`config.mk`:
```
export PLATFORM = sky130hd
export DESIGN_NAME = key_event_gen
export DESIGN_NICKNAME = d
export VERILOG_FILES = /design/src/rtl/key_event_gen.sv
export SDC_FILE = /design/constraint.sdc
export NUM_CORES = 1
export LEC_CHECK = 0
export CAP_MARGIN = 20
export CORE_MARGIN = 10
export CORE_UTILIZATION = 64
export CTS_BUF_LIST = sky130_fd_sc_hd__clkbuf_4 sky130_fd_sc_hd__clkbuf_8
export CTS_CLUSTER_SIZE = 12
export DETAILED_ROUTE_END_ITERATION = 16
export PLACE_DENSITY = 0.86
export SYNTH_ARGS = -nofsm -noshare
export SYNTH_HDL_FRONTEND = slang
export SYNTH_SLANG_ARGS = --single-unit
```
`constraint.sdc`:
```
create_clock -name clk -period 3.7 [get_ports clk]
set_input_delay 0.37 -clock clk [delete_from_list [all_inputs] [get_ports clk]]
set_output_delay 0.37 -clock clk [all_outputs]
set_load 0.005 [all_outputs]
```
`src/rtl/key_event_gen.sv`:
```
// key_event_gen
//   Converts a clean, debounced key level into single-cycle event pulses
//   for the front-panel setpoint/menu logic. One instance per key.
//
// Ports:
//   clk           system clock, all state changes on the rising edge
//   rst_n         asynchronous active-low reset
//   key_in        debounced key level, already synchronous to clk
//   press_pulse   one-cycle pulse on each press
//   release_pulse one-cycle pulse on each release
//   short_pulse   one-cycle pulse on a release before long_pulse fired
//   long_pulse    one-cycle pulse once the press reaches LONG_CYCLES
//   repeat_pulse  one-cycle pulse every REPEAT_CYCLES after long_pulse
//   key_held      registered level, high while in PRESS or REPEAT
module key_event_gen #(
    parameter logic KEY_ACTIVE    = 1'b1,
    parameter int   LONG_CYCLES   = 500,
    parameter int   REPEAT_CYCLES = 100,
    parameter int   CNT_W         = 16
) (
    input  logic clk,
    input  logic rst_n,
    input  logic key_in,
    output logic press_pulse,
    output logic release_pulse,
    output logic short_pulse,
    output logic long_pulse,
    output logic repeat_pulse,
    output logic key_held
);

    typedef enum logic [1:0] {
        IDLE   = 2'b00,
        PRESS  = 2'b01,
        REPEAT = 2'b10
    } state_t;

    localparam logic [CNT_W-1:0] LONG_LAST   = CNT_W'(LONG_CYCLES - 1);
    localparam logic [CNT_W-1:0] REPEAT_LAST = CNT_W'(REPEAT_CYCLES - 1);

    state_t           state, state_d;
    logic [CNT_W-1:0] cnt, cnt_d;
    logic             p;

    logic press_d, release_d, short_d, long_d, repeat_d, held_d;

    assign p = (key_in == KEY_ACTIVE);

    // State register; outputs are registered alongside so every pulse
    // appears in the cycle after the edge that caused it.
    always_ff @(posedge clk or negedge rst_n) begin
        if (!rst_n) begin
            state         <= IDLE;
            cnt           <= '0;
            press_pulse   <= 1'b0;
            release_pulse <= 1'b0;
            short_pulse   <= 1'b0;
            long_pulse    <= 1'b0;
            repeat_pulse  <= 1'b0;
            key_held      <= 1'b0;
        end else begin
            state         <= state_d;
            cnt           <= cnt_d;
            press_pulse   <= press_d;
            release_pulse <= release_d;
            short_pulse   <= short_d;
            long_pulse    <= long_d;
            repeat_pulse  <= repeat_d;
            key_held      <= held_d;
        end
    end

    // Next-state and counter. Release is tested first so it wins over a
    // coincident terminal count.
    always_comb begin
        state_d = state;
        cnt_d   = cnt;
        case (state)
            IDLE: begin
                cnt_d = '0;
                if (p) state_d = PRESS;
            end
            PRESS: begin
                if (!p) begin
                    state_d = IDLE;
                    cnt_d   = '0;
                end else if (cnt == LONG_LAST) begin
                    state_d = REPEAT;
                    cnt_d   = '0;
                end else begin
                    cnt_d = cnt + 1'b1;
                end
            end
            REPEAT: begin
                if (!p) begin
                    state_d = IDLE;
                    cnt_d   = '0;
                end else if (cnt == REPEAT_LAST) begin
                    cnt_d = '0;
                end else begin
                    cnt_d = cnt + 1'b1;
                end
            end
            default: begin
                state_d = IDLE;
                cnt_d   = '0;
            end
        endcase
    end

    // Output decode, evaluated against the current state and sample.
    always_comb begin
        press_d   = 1'b0;
        release_d = 1'b0;
        short_d   = 1'b0;
        long_d    = 1'b0;
        repeat_d  = 1'b0;
        case (state)
            IDLE: press_d = p;
            PRESS: begin
                release_d = !p;
                short_d   = !p;
                long_d    = p && (cnt == LONG_LAST);
            end
            REPEAT: begin
                release_d = !p;
                repeat_d  = p && (cnt == REPEAT_LAST);
            end
            default: ;
        endcase
        held_d = (state_d == PRESS) || (state_d == REPEAT);
    end

endmodule

```
**Signal wires by layer**

Drawn at 6 px/um. Only two layers are drawn.
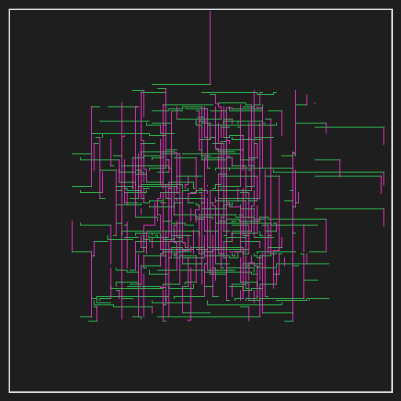
[green] metal 1 | wire length: 974 um
[magenta] metal 2 | wire length: 1100 um
routed wire length: 2.26 mm
average wire length per cell after detail routing: 15.0 um
via count: 852

==> results.txt <==
Notes from the flow run.

CTS:
- The cell sitting at the root of the clock tree is a sky130_fd_sc_hd__clkbuf_4.
- Post-CTS timing repair inserted 0 buffers for setup.
- The run puts the maximum count of clock buffers along a single path at 2.
- The later pin in the worst-skew pair is clocked with a latency of 0.31 ns.
- Looking at the clock tree report, the H-tree level count equals 1.

Layout:
- Per the final layout report, the fraction of cells sized above drive strength 1 comes to 0.152.
- The most common logic cell in the final layout is sky130_fd_sc_hd__dfrtp_1.

Setup path:
- The launch point of the worst register-to-register path is recorded as cnt[0].
- The worst setup path is launched from a flip-flop.
- The run gives the critical path startpoint as cnt[0].

Synth:
- The run puts the number of flip-flops and latches in the synthesized netlist at 24.
- Counting instances in the post-synthesis netlist gives the leading cell types as sky130_fd_sc_hd__dfrtp_1, sky130_fd_sc_hd__nor2_1, sky130_fd_sc_hd__nor2_2, sky130_fd_sc_hd__nand2_1, sky130_fd_sc_hd__xor2_1.
- The post-synth count of flops with an enable pin is 0.
- The run gives the async set or reset register ratio after synthesis as 1.00.
- The run gives the net count after synthesis as 122.
- In the Yosys report the total cell count is 114.

Status:
- The run finished with clean final reports.

Global routing:
- The run gives the remaining global-route overflow as 0.
- The run gives the maximum number of pins on one net before global-route repair as 25.
- The run gives the first-pass GRT wire length as 3.86 mm.

Die:
- The run gives the area enclosed by the die boundary as 0.00404 sq mm.

Routing:
- Summed over all nets, wire length on met3 after detailed routing comes to 133 um.
**Floorplan with the power grid**

Drawn at 8 px/um. Pins as bars on the die edge. Tap cells in gray.
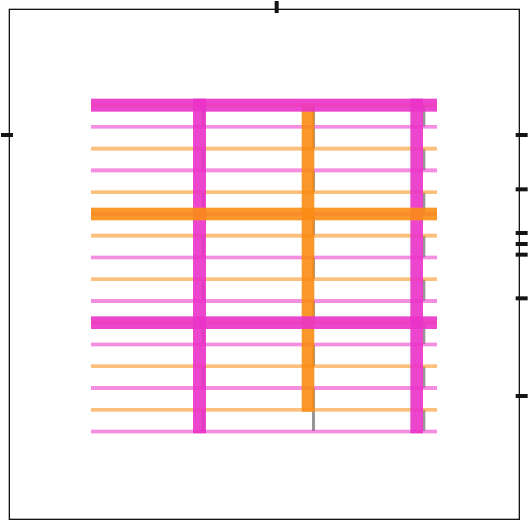
[orange] VDD
[magenta] VSS
met1 rails: 16
met4 straps: 3
tap cells: 25
met5 straps: 3
signal pins: 9
standard cell core area: 0.00176 sq mm
Die W: 63.6 um
worst-case vdd ir drop: 322 uV
Chip Height: 63.6 um

## how the worst min path moves through the flow
| stage | start | to | slack, ns | cells past startpoint |
|---|---|---|---|---|
| floorplan | rst_n | cnt[0] | 0.07 | 0 |
| global placement | cnt[0] | cnt[0] | 0.48 | 1 |
| detailed placement | cnt[0] | cnt[0] | 0.49 | 1 |
| CTS | cnt[0] | cnt[0] | 0.51 | 1 |
| global route | rst_n | cnt[6] | 0.42 | 1 |
| finish | rst_n | cnt[8] | 0.39 | 1 |
## logic make-up after synthesis
| logic type | Yosys count | synth area share |
|---|---|---|
| compound gates | 7 | 0.0587 |
| xor+xnor | 15 | 0.108 |
| fa+ha+maj | 5 | 0.0515 |
| buf+inv | 6 | 0.0278 |
| flops | 24 | 0.494 |
| simple gates | 57 | 0.260 |
## sequential cells by signal (all words and copies together), names as in the netlist
register,count
short_pulse,1
state,2
release_pulse,1
long_pulse,1
press_pulse,1
key_held,1
repeat_pulse,1
cnt,16
## metrics by stage
step	hold slack, ns	util	cell area, sq um	total power [uW]	setup WS, ns
global placement	0.484	0.741	1310	457	1.70
CTS	0.507	0.762	1340	604	1.59
detailed placement	0.490	0.741	1310	469	1.59
global route	0.417	0.770	1360	636	1.40
finish	0.394	0.770	1360	602	1.55
floorplan	0.0744	-	1210	414	1.97
## report_power, final
part | internal, uW | switching, uW
Sequential | 286 | 18.5
Clock | 60.0 | 75.6
Combinational | 74.3 | 87.6
## area by class of cell
cell class	count	area, sq um	area share
Tap cell	25	31.3	0.0230
Timing Repair Buffer	9	95.1	0.0700
Inverter	4	15.0	0.0110
Clock buffer	4	36.3	0.0267
Sequential cell	24	601	0.442
Multi-Input combinational cell	84	581	0.427
Power and IR drop assume default switching activity.
